`src/rtl/keypad_scan.sv`:
```
// 4x4 matrix keypad scanner: rotates active-low row strobes, debounces the
// active-low column returns and reports one key code per press.
module keypad_scan #(
   parameter int unsigned SCAN_DIV = 25_000,
   parameter int unsigned DB_CNT   = 8
) (
   input  logic       clk_in,
   input  logic       rst_n,
   input  logic [3:0] col,
   output logic [3:0] row,
   output logic [3:0] key_code,
   output logic       key_valid,
   output logic       key_down
);

   localparam int unsigned DW = (SCAN_DIV > 1) ? $clog2(SCAN_DIV) : 1;
   localparam int unsigned CW = $clog2(DB_CNT + 1);

   typedef enum logic [1:0] {StScan, StDebounce, StHeld} state_e;

   state_e          state_q;
   logic [DW-1:0]   div_q;
   logic [CW-1:0]   db_cnt_q;
   logic [CW-1:0]   rel_cnt_q;
   logic [3:0]      col_meta_q;
   logic [3:0]      col_s;
   logic [3:0]      cand_q;
   logic            tick;
   logic            hit;
   logic [1:0]      col_idx;
   logic [1:0]      row_idx;

   assign tick = (div_q == DW'(SCAN_DIV - 1));
   assign hit  = (col_s != 4'b1111);

   // Lowest-numbered low column wins.
   always_comb begin
      col_idx = 2'd0;
      if (!col_s[0])      col_idx = 2'd0;
      else if (!col_s[1]) col_idx = 2'd1;
      else if (!col_s[2]) col_idx = 2'd2;
      else if (!col_s[3]) col_idx = 2'd3;
   end

   // Decode the one-hot-low row strobe into an index.
   always_comb begin
      row_idx = 2'd0;
      case (row)
         4'b1110: row_idx = 2'd0;
         4'b1101: row_idx = 2'd1;
         4'b1011: row_idx = 2'd2;
         4'b0111: row_idx = 2'd3;
         default: row_idx = 2'd0;
      endcase
   end

   // Two-flop synchronizer for the asynchronous column inputs.
   always_ff @(posedge clk_in or negedge rst_n) begin
      if (!rst_n) begin
         col_meta_q <= 4'b1111;
         col_s      <= 4'b1111;
      end else begin
         col_meta_q <= col;
         col_s      <= col_meta_q;
      end
   end

   // Free-running scan divider; tick marks its terminal count.
   always_ff @(posedge clk_in or negedge rst_n) begin
      if (!rst_n) begin
         div_q <= '0;
      end else if (tick) begin
         div_q <= '0;
      end else begin
         div_q <= div_q + DW'(1);
      end
   end

   // Scan/debounce/hold state machine with registered outputs.
   always_ff @(posedge clk_in or negedge rst_n) begin
      if (!rst_n) begin
         state_q   <= StScan;
         row       <= 4'b1110;
         db_cnt_q  <= '0;
         rel_cnt_q <= '0;
         cand_q    <= 4'd0;
         key_code  <= 4'd0;
         key_valid <= 1'b0;
         key_down  <= 1'b0;
      end else begin
         key_valid <= 1'b0;
         if (tick) begin
            unique case (state_q)
               StScan: begin
                  if (!hit) begin
                     row <= {row[2:0], row[3]};
                  end else if (DB_CNT == 1) begin
                     // Single-tick debounce: accept on first sighting.
                     cand_q    <= {row_idx, col_idx};
                     key_code  <= {row_idx, col_idx};
                     key_valid <= 1'b1;
                     key_down  <= 1'b1;
                     rel_cnt_q <= '0;
                     state_q   <= StHeld;
                  end else begin
                     cand_q   <= {row_idx, col_idx};
                     db_cnt_q <= CW'(1);
                     state_q  <= StDebounce;
                  end
               end
               StDebounce: begin
                  if (hit && (col_idx == cand_q[1:0])) begin
                     if ((db_cnt_q + CW'(1)) == CW'(DB_CNT)) begin
                        key_code  <= cand_q;
                        key_valid <= 1'b1;
                        key_down  <= 1'b1;
                        rel_cnt_q <= '0;
                        db_cnt_q  <= '0;
                        state_q   <= StHeld;
                     end else begin
                        db_cnt_q <= db_cnt_q + CW'(1);
                     end
                  end else begin
                     db_cnt_q <= '0;
                     row      <= {row[2:0], row[3]};
                     state_q  <= StScan;
                  end
               end
               StHeld: begin
                  // Release needs DB_CNT consecutive all-high ticks on the held row.
                  if (hit) begin
                     rel_cnt_q <= '0;
                  end else if ((rel_cnt_q + CW'(1)) == CW'(DB_CNT)) begin
                     rel_cnt_q <= '0;
                     key_down  <= 1'b0;
                     row       <= {row[2:0], row[3]};
                     state_q   <= StScan;
                  end else begin
                     rel_cnt_q <= rel_cnt_q + CW'(1);
                  end
               end
               default: begin
                  state_q <= StScan;
               end
            endcase
         end
      end
   end

endmodule

```
`config.mk`:
```
export PLATFORM = sky130hd
export DESIGN_NAME = keypad_scan
export DESIGN_NICKNAME = d
export VERILOG_FILES = /design/src/rtl/keypad_scan.sv
export SDC_FILE = /design/constraint.sdc
export NUM_CORES = 1
export LEC_CHECK = 0
export ABC_AREA = 1
export CAP_MARGIN = 10
export CORE_ASPECT_RATIO = 1.1
export CORE_MARGIN = 2
export CORE_UTILIZATION = 60
export CTS_BUF_LIST = sky130_fd_sc_hd__clkbuf_8
export CTS_CLUSTER_DIAMETER = 200
export DETAILED_ROUTE_END_ITERATION = 10
export GPL_ROUTABILITY_DRIVEN = 1
export PLACE_DENSITY = 0.81
export RECOVER_POWER = 50
export SLEW_MARGIN = 20
export SYNTH_ARGS = -nofsm -noshare
export SYNTH_HDL_FRONTEND = slang
export SYNTH_SLANG_ARGS = --single-unit
```
`constraint.sdc`:
```
create_clock -name clk_in -period 1.9 [get_ports clk_in]
set_input_delay 0.38 -clock clk_in [delete_from_list [all_inputs] [get_ports clk_in]]
set_output_delay 0.38 -clock clk_in [all_outputs]
set_load 0.01 [all_outputs]
```
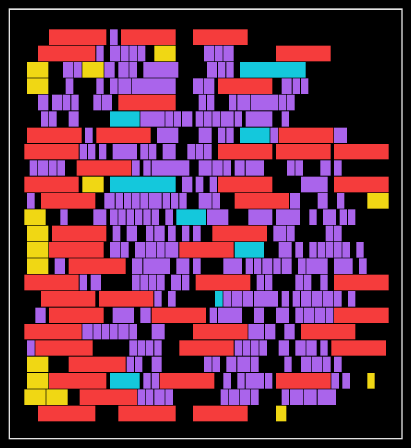
*Cells colored by class, run 1*
Key: cyan = clock drivers and dummy loads [cells 8, share of their area 4.9%]; purple = combinational and other logic [cells 256, share of their area 46%]; red = flops [cells 47, share of their area 44%]; yellow = other buffers and delay cells [cells 16, share of their area 5.5%]

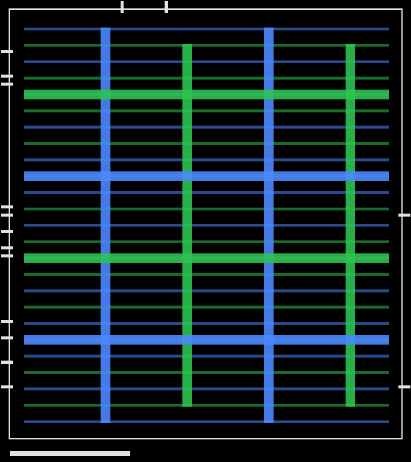
*PDN straps and rails, run 1*
Bar = 20 µm. Pins as bars on the die edge.
Key: blue = VSS; green = VDD
16 signal pins sit on the boundary. 4 straps on met4. 25 met1 rails follow the rows. The core has 24 rows. 4 straps on met5.

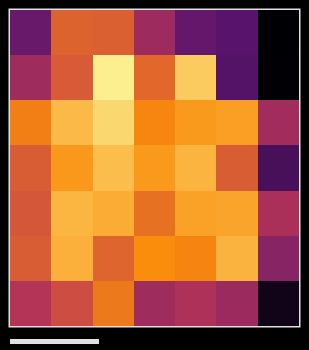
*Placement density heat map, run 1*
Bar = 20 µm. The die is cut into 7 by 7 equal tiles; black is low, pale yellow is high, 0 to 100% covered.
The mean over all tiles is 59%. The emptiest ninth of the die: top right. 35% of the tiles are over 75% full.

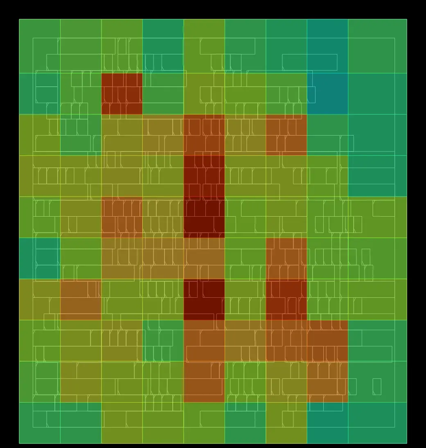
*Routing congestion map, run 1*
met1 Use GR: 0.276
GR Layer Usage met3: 0.0509
total global-route track usage: 0.218
fraction of the core area covered by cells at the end of the flow: 0.705
global-route layer with the greatest usage: met2

run 1: cells by family (layout without fill, tap and decap cells):
family,Yosys count,count (layout),share of synthesized area
DFF,47,47,0.484
xor gates and xnor gates,4,4,0.0142
adders and majority gates,4,4,0.0203
buffers and inverters,49,71,0.0778
AOI/OAI and AO/OA,29,29,0.0651
and+or+nand+nor,172,172,0.339
run 1: report_power, final:
part / leakage, nW / switching, mW / internal (mW)
Combinational: 0.685 / 0.0323 / 0.0113
Sequential: 0.604 / 0.00358 / 1.02
Clock: 0.0695 / 0.325 / 0.520
run 1: flip-flops by register name, indices dropped and copies added, names as in the netlist:
register / count
cand_q: 4
col_meta_q: 4
col_s: 4
db_cnt_q: 4
div_q: 15
key_code: 4
key_down: 1
key_valid: 1
rel_cnt_q: 4
row: 4
state_q: 2
run 1: cell usage in the layout, fill, tap and decap left out, drive strengths merged:
| master | count |
|---|---|
| nand2 | 86 |
| inv | 46 |
| nor2 | 42 |
| dfrtp | 36 |
| nand3 | 30 |
| o21ai | 19 |
| dfstp | 11 |
| clkdlybuf4s50 | 10 |
| a21oi | 8 |
| nand4 | 7 |
| nor3 | 7 |
| clkbuf | 7 |
| xor2 | 4 |
| ha | 4 |
| dlygate4sd3 | 4 |
| bufinv | 2 |
| clkinv | 2 |
| a211oi | 1 |
| o22ai | 1 |
run 1: cell type report:
cell class	count	area share
Tap cell	52	0.0233
Sequential cell	47	0.426
Clock buffer	5	0.0246
Multi-Input combinational cell	209	0.386
Inverter	47	0.0649
Timing Repair Buffer	16	0.0532
Clock inverter	3	0.0228
run 1: routing by layer:
metal | part of all wire | vias up | wire, µm
met1 | 0.46 | 880 | 2060
met2 | 0.49 | 25 | 2220
met4 | 0.014 | 0 | 64
met5 | 0 | - | 0
met3 | 0.032 | 6 | 143
li1 | - | 1008 | -
==> run summary, run 1 <==
The full implementation flow was run.

At the later pin of the worst-skew pair, clock insertion delay measures 0.30 ns. The maximum clock insertion buffer count stands at 2. The mean post-synth cell area stands at 8.07 µm². The site row count stands at 24. The count of hold-fix buffers inserted at cts stands at 0. Relative to the synthesized area, the layout overhead comes to 13.7%. The worst setup path is captured at an output port. The last weighted congestion value of the routability-driven placer stands at 0.842. The worst-case max-slew headroom was logged as 0.332.

The min-delay analysis places its worst path in the category in -> async. The total placed instance area stands at 0.00268 mm². Summed over all instances, the cell type with the most area after synthesis is sky130_fd_sc_hd__dfrtp_1.

Per the repair_timing log after CTS, setup buffers inserted total 0. The final worst slack stands at 0.0864 ns. The instance count after placement with tap cells included stands at 371. Entering global routing, the biggest net connects 30 pins.

The capture point of the critical path was reported as row[3]. The worst setup path is of the reg -> out kind. The critical path goes through clkdlybuf4s50_1. The run finished with clean final reports. The tree is rooted in a sky130_fd_sc_hd__clkbuf_8.

Per STA, the worst path accumulates the most delay in the family flip-flops. The critical path depth in cells stands at 1. The number of synthesized register bits stands at 47.

The vertical die dimension reported for this design is 71.2 µm. The finished design was reported to have a net count of 336. The register share after synthesis stands at 0.484. The fraction of met2 tracks used by global routing stands at 0.371. After layout, the design draws a total of 1.91 mW. The static leakage stands at 1.36 nW. Per the TritonCTS log, the buffer count is 5.
==> run 2, diff against run 1 <==
--- a/config.mk
+++ b/config.mk
@@ -12,6 +12,7 @@
 export CORE_UTILIZATION = 60
 export CTS_BUF_LIST = sky130_fd_sc_hd__clkbuf_8
 export CTS_CLUSTER_DIAMETER = 200
+export CTS_CLUSTER_SIZE = 14
 export DETAILED_ROUTE_END_ITERATION = 10
 export GPL_ROUTABILITY_DRIVEN = 1
 export PLACE_DENSITY = 0.81
==> run 2 against run 1 <==
Critical path type unchanged; core utilization unchanged; worst hold slack did not move; sequential cell count unchanged; global-route usage is the same; clock-buffer cell count did not move; cell count did not move; highest routed layer unchanged; maximum frequency unchanged; synthesized cell count unchanged; combinational power about the same; wire length unchanged.
==> run summary, run 2 <==
The full implementation flow was run.

The mean post-synth cell area stands at 8.07 µm² (unchanged). The proportion of total power due to net switching was 0.189 (unchanged). The total placed instance area is 0.00268 mm² (unchanged). The final worst slack stands at 0.0864 ns (unchanged). The proportion of power drawn by combinational gates stands at 0.023 (about the same). The net total in the final layout came to 336 (unchanged). The vertical die dimension stands at 71.2 µm (unchanged). The internal power is 1.55 mW (unchanged).

The maximum clock insertion buffer count was 2 (unchanged). The flow ran to the end, and the final reports show no timing, DRC or antenna violations. The core utilization of the finished layout was 0.705 (unchanged).

The instance count after placement with tap cells included stands at 371 (unchanged). For reference, the critical path cell chain is clkdlybuf4s50_1. The total global routing track utilization stands at 0.218 (unchanged). The clock share of power came to 0.443 (about the same). The total clock buffers created by CTS stands at 5 (unchanged). The min-delay analysis places its worst path in the category in -> async. The latest clock arrival within the worst-skew pair was 0.30 ns (about the same).

Per the CTS log, the root buffer master is sky130_fd_sc_hd__clkbuf_8. Counting only logic cells after layout, the most numerous master is sky130_fd_sc_hd__nand2_1. The sum of internal, switching and leakage power is 1.91 mW (unchanged).
run 2: worst register-to-register path, cell delays in order, from the launching register on:
cell                       delay (ns)
sky130_fd_sc_hd__dfrtp_1         0.38
sky130_fd_sc_hd__ha_1            0.22
sky130_fd_sc_hd__nand2_2         0.09
sky130_fd_sc_hd__inv_2           0.07
sky130_fd_sc_hd__nand2_1         0.08
sky130_fd_sc_hd__nor2_4          0.13
sky130_fd_sc_hd__nand2_4         0.09
sky130_fd_sc_hd__clkinv_4        0.09
sky130_fd_sc_hd__o21ai_4         0.08
sky130_fd_sc_hd__nor2_8          0.11
sky130_fd_sc_hd__nand2_2         0.08
sky130_fd_sc_hd__nand2_1         0.06
sky130_fd_sc_hd__nand2_1         0.04
run 2: cell families (layout without fill, tap and decap cells):
group,count (synthesis),count (layout),share of synthesized area
AND-OR/OR-AND,29,29,0.0651
XOR/XNOR,4,4,0.0142
adder cells (fa/ha/maj),4,4,0.0203
buffers and inverters,49,71,0.0778
flip-flops,47,47,0.484
AND/OR/NAND/NOR,172,172,0.339
run 2: path summary, 6_finish.rpt:
| path | end | cells after the start | slack, ns | start |
|---|---|---|---|---|
| max | row[3] | 1 | 0.09 | row[3] |
| min | div_q[10] | 1 | 0.22 | rst_n |
| max reg2reg | row[0] | 12 | 0.28 | div_q[0] |
| min reg2reg | col_s[3] | 0 | 0.36 | col_meta_q[3] |
| max in group asynchronous | state_q[1] | 2 | 0.46 | rst_n |
| min in group clk_in | col_s[3] | 0 | 0.36 | col_meta_q[3] |
run 2: cell type report:
class	count	area [µm²]	share of cell area
repair buffers	16	149	0.0532
multi-input cells	209	1080	0.386
clock buffers	5	68.8	0.0246
clock inverters	3	63.8	0.0228
flip-flops and latches	47	1190	0.426
inverters	47	181	0.0649
well taps	52	65.1	0.0233
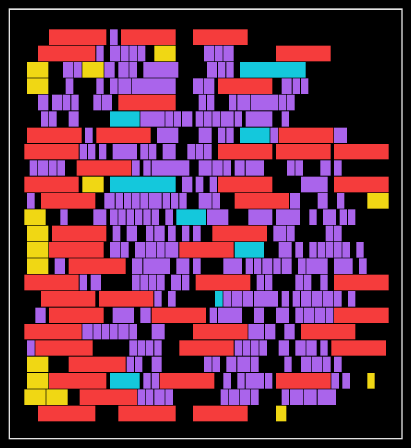
*Cells colored by class, run 2*
Key: yellow = other buffers and delay cells [cells 16, share of their area 5.5%]; red = flops [cells 47, share of their area 44%]; cyan = clock drivers and dummy loads [cells 8, share of their area 4.9%]; purple = combinational and other logic [cells 256, share of their area 46%]

No activity file was given, so power comes from the tool's default toggle rates.
